### config.mk
export PLATFORM = sky130hd
export DESIGN_NAME = serial_subtractor
export DESIGN_NICKNAME = d
export VERILOG_FILES = /design/src/rtl/serial_subtractor.sv
export SDC_FILE = /design/constraint.sdc
export NUM_CORES = 1
export LEC_CHECK = 0
export ABC_CLOCK_PERIOD_IN_PS = 3200
export CORE_MARGIN = 1.5
export CORE_UTILIZATION = 45
export CTS_BUF_LIST = sky130_fd_sc_hd__clkbuf_8 sky130_fd_sc_hd__clkbuf_16
export CTS_CLUSTER_SIZE = 24
export DETAILED_ROUTE_END_ITERATION = 16
export MAX_ROUTING_LAYER = met4
export PLACE_DENSITY = 0.71
export SETUP_SLACK_MARGIN = 0.15
export SLEW_MARGIN = 25
export SYNTH_ARGS = -nofsm -noshare
export SYNTH_HDL_FRONTEND = slang
export SYNTH_SLANG_ARGS = --single-unit
### constraint.sdc
create_clock -name clk -period 3.2 [get_ports clk]
set_clock_uncertainty 0.05 [all_clocks]
set_input_delay 0.96 -clock clk [delete_from_list [all_inputs] [get_ports clk]]
set_output_delay 0.96 -clock clk [all_outputs]
set_load 0.02 [all_outputs]
### src/rtl/serial_subtractor.sv
// ---------------------------------------------------------------------------
// serial_subtractor
//   Bit-serial subtractor computing diff = a - b - bin, LSB first, one bit
//   per clock. Operands are accepted with a valid/ready handshake and the
//   result is offered with a second valid/ready handshake.
//
//   Handshake rule (both sides): a transfer happens on a rising clk edge
//   where valid && ready are both high. The producer holds valid (and its
//   data) until that edge, and ready never depends on valid.
//
//   Optional feature: define SERIAL_SUB_OVERFLOW_EN to add the ovf output
//   (two's-complement overflow of the subtraction).
//
// Parameters:
//   WIDTH      operand/result width, 2..16
//
// Ports:
//   clk        rising-edge clock
//   rst_n      asynchronous active-low reset
//   in_valid   operands a/b/bin are valid
//   in_ready   block can accept operands (high only in IDLE)
//   a, b       minuend / subtrahend, sampled on the input handshake
//   bin        borrow in, sampled on the input handshake
//   out_valid  diff/bout hold a completed result
//   out_ready  consumer accepts the result
//   diff       (a - b - bin) mod 2^WIDTH
//   bout       borrow out, 1 iff a < b + bin (unsigned)
//   ovf        signed overflow (only with SERIAL_SUB_OVERFLOW_EN)
// ---------------------------------------------------------------------------
module serial_subtractor #(
    parameter int WIDTH = 4
) (
    input  logic             clk,
    input  logic             rst_n,
    input  logic             in_valid,
    output logic             in_ready,
    input  logic [WIDTH-1:0] a,
    input  logic [WIDTH-1:0] b,
    input  logic             bin,
    output logic             out_valid,
    input  logic             out_ready,
    output logic [WIDTH-1:0] diff,
    output logic             bout
`ifdef SERIAL_SUB_OVERFLOW_EN
    ,
    output logic             ovf
`endif
);

    localparam int CW = $clog2(WIDTH);

    typedef enum logic [1:0] {
        IDLE  = 2'd0,
        SHIFT = 2'd1,
        DONE  = 2'd2
    } state_t;

    // State is kept in a named enum register so checkers can bind to it.
    state_t           state;
    state_t           state_nxt;

    logic [WIDTH-1:0] a_sh;
    logic [WIDTH-1:0] b_sh;
    logic [WIDTH-1:0] res_sh;
    logic             br;
    logic [CW-1:0]    cnt;

    logic             d_bit;
    logic             br_nxt;
    logic             last_bit;
    logic             in_fire;
    logic             out_fire;

    // One full-subtractor slice working on the current LSBs.
    assign d_bit    = a_sh[0] ^ b_sh[0] ^ br;
    assign br_nxt   = (~a_sh[0] & b_sh[0]) | (~(a_sh[0] ^ b_sh[0]) & br);
    assign last_bit = (cnt == CW'(WIDTH - 1));

    assign in_ready = (state == IDLE);
    assign in_fire  = in_valid && in_ready;
    assign out_fire = out_valid && out_ready;

    always_ff @(posedge clk or negedge rst_n) begin
        if (!rst_n) begin
            state <= IDLE;
        end else begin
            state <= state_nxt;
        end
    end

    always_comb begin
        state_nxt = state;
        case (state)
            IDLE:    if (in_fire)  state_nxt = SHIFT;
            SHIFT:   if (last_bit) state_nxt = DONE;
            DONE:    if (out_fire) state_nxt = IDLE;
            default: state_nxt = IDLE;
        endcase
    end

    always_ff @(posedge clk or negedge rst_n) begin
        if (!rst_n) begin
            a_sh      <= '0;
            b_sh      <= '0;
            res_sh    <= '0;
            br        <= 1'b0;
            cnt       <= '0;
            out_valid <= 1'b0;
            diff      <= '0;
            bout      <= 1'b0;
`ifdef SERIAL_SUB_OVERFLOW_EN
            ovf       <= 1'b0;
`endif
        end else begin
            case (state)
                IDLE: begin
                    if (in_fire) begin
                        a_sh <= a;
                        b_sh <= b;
                        br   <= bin;
                        cnt  <= '0;
                    end
                end
                SHIFT: begin
                    // Result bits enter from the MSB side so that after
                    // WIDTH shifts bit 0 sits in res_sh[0].
                    res_sh <= {d_bit, res_sh[WIDTH-1:1]};
                    a_sh   <= a_sh >> 1;
                    b_sh   <= b_sh >> 1;
                    br     <= br_nxt;
                    cnt    <= cnt + CW'(1);
                    if (last_bit) begin
                        diff      <= {d_bit, res_sh[WIDTH-1:1]};
                        bout      <= br_nxt;
                        out_valid <= 1'b1;
`ifdef SERIAL_SUB_OVERFLOW_EN
                        // br is the borrow into the MSB slice, br_nxt the
                        // borrow out of it.
                        ovf       <= br ^ br_nxt;
`endif
                    end
                end
                DONE: begin
                    if (out_fire) begin
                        out_valid <= 1'b0;
                    end
                end
                default: out_valid <= 1'b0;
            endcase
        end
    end

endmodule
### Zoomed window

Window x 13 to 38, y 3 to 28 um. Cells in gray, sequential cells in the stronger gray; small squares are vias.
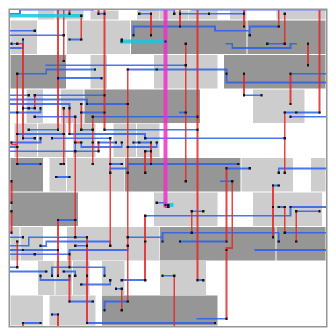
color	layer
blue	M1
cyan	M3
magenta	M4
red	M2
sequential cells in the window	8
cells with their middle in the window	34
netlist names of flops here include	res_sh (3), cnt (2)
most frequent	dfrtp_1 (8), o21ai_0 (5)

### Gate families picked out

Scale: 6 px per um.
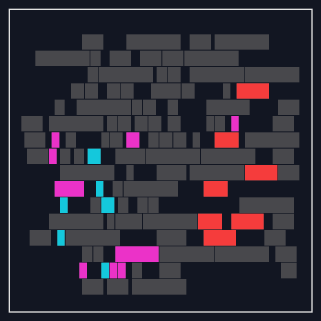
color	family	cells
magenta	nand cells	9
cyan	nor cells	6
red	mux cells	7
most used logic cell in the final layout: sky130_fd_sc_hd__dfrtp_1
number of non-filler instances in the completed layout: 137
fraction of area in multi-input gates: 32.0%

==> results_slide.txt <==
Implementation Results

Floorplanning
  – TAP cells: 27
  – Die boundary width: 50.2 um
  – Core area: 0.00202 mm2

GRT
  – Antenna violations before repair: 0
  – Global-route usage over all layers: 16.9%
  – Met1 capacity usage during global routing: 24.7%
  – Vias in the first global route: 653
  – Fraction of met2 tracks used by global routing: 23.5%

Critical path
  – Crit path launch type: flop
  – Capture instance of the worst register-to-register path: diff[3]
  – Slowest cell on the critical path: sky130_fd_sc_hd__clkdlybuf4s50_1
  – Start-to-end type of the worst setup path: reg2out
  – Required time reported for the critical path endpoint: 2190 ps

Layout
  – Number of logic gates: 58
  – Clock buffer cells: 4
  – Post-layout utilization of the core: 62.5%
  – Top cells excl fill/tap: 22 x sky130_fd_sc_hd__dfrtp_1, 19 x sky130_fd_sc_hd__clkdlybuf4s50_1, 14 x sky130_fd_sc_hd__o22ai_1

Route
  – DR top layer: met4
  – Metal2 WL: 789 um
  – Routed met3 length: 72 um
  – Met1 WL: 892 um
  – DR vias: 732

Synth
  – Number of nets at floorplan: 105
  – Post-synthesis xor/xnor area fraction: 0%
  – Async set or reset register ratio after synthesis: 100%
  – Synthesized area per cell: 11.1 um2
  – Ao+oa area frac: 18.7%
  – Main logic family: AND-OR/OR-AND gates
  – Library cell with the largest summed area after synthesis: sky130_fd_sc_hd__dfrtp_1

CTS
  – Clock sink total: 22
  – Hold-fix buffer count after cts: 0
  – Clock root buffer master: sky130_fd_sc_hd__clkbuf_8

Power and ir drop
  – Internal Pwr Total: 825 uW
  – Net switching power of the design: 477 uW
  – Power per cell area: 1030 mW/mm2

Worst hold path
  – Launch instance of the worst min-delay path: cnt[0]

Run
  – Max Cap Viol: 0

Run status
  – Status: complete, no violations

Final timing
  – Final Worst Setup Slack: 624 ps
[state kept, by name, indices dropped and copies added (netlist names)]
name / flops
res_sh: 3
out_valid: 1
state: 2
b_sh: 4
a_sh: 4
cnt: 2
bout: 1
diff: 4
br: 1
[power groups by stage]
stage | Combinational, uW | Clock [uW] | Sequential (uW)
after floorplan | 402 | 0 | 542
after global routing | 631 | 217 | 561
after CTS | 572 | 204 | 539
after detailed placement | 573 | 0 | 544
after global placement | 562 | 0 | 538
final | 566 | 199 | 538
[worst max-delay path by stage]
stage               endpoint  cells past startpoint  slack, ps  startpoint
global placement     b_sh[1]                      4        890    in_valid
finish              in_ready                      2        620    state[0]
global route        in_ready                      2        530    state[0]
detailed placement   b_sh[1]                      4        850    in_valid
floorplan           in_ready                      2       1350    state[0]
CTS                 in_ready                      2        620    state[0]
Power is estimated from default activity; no workload was simulated.
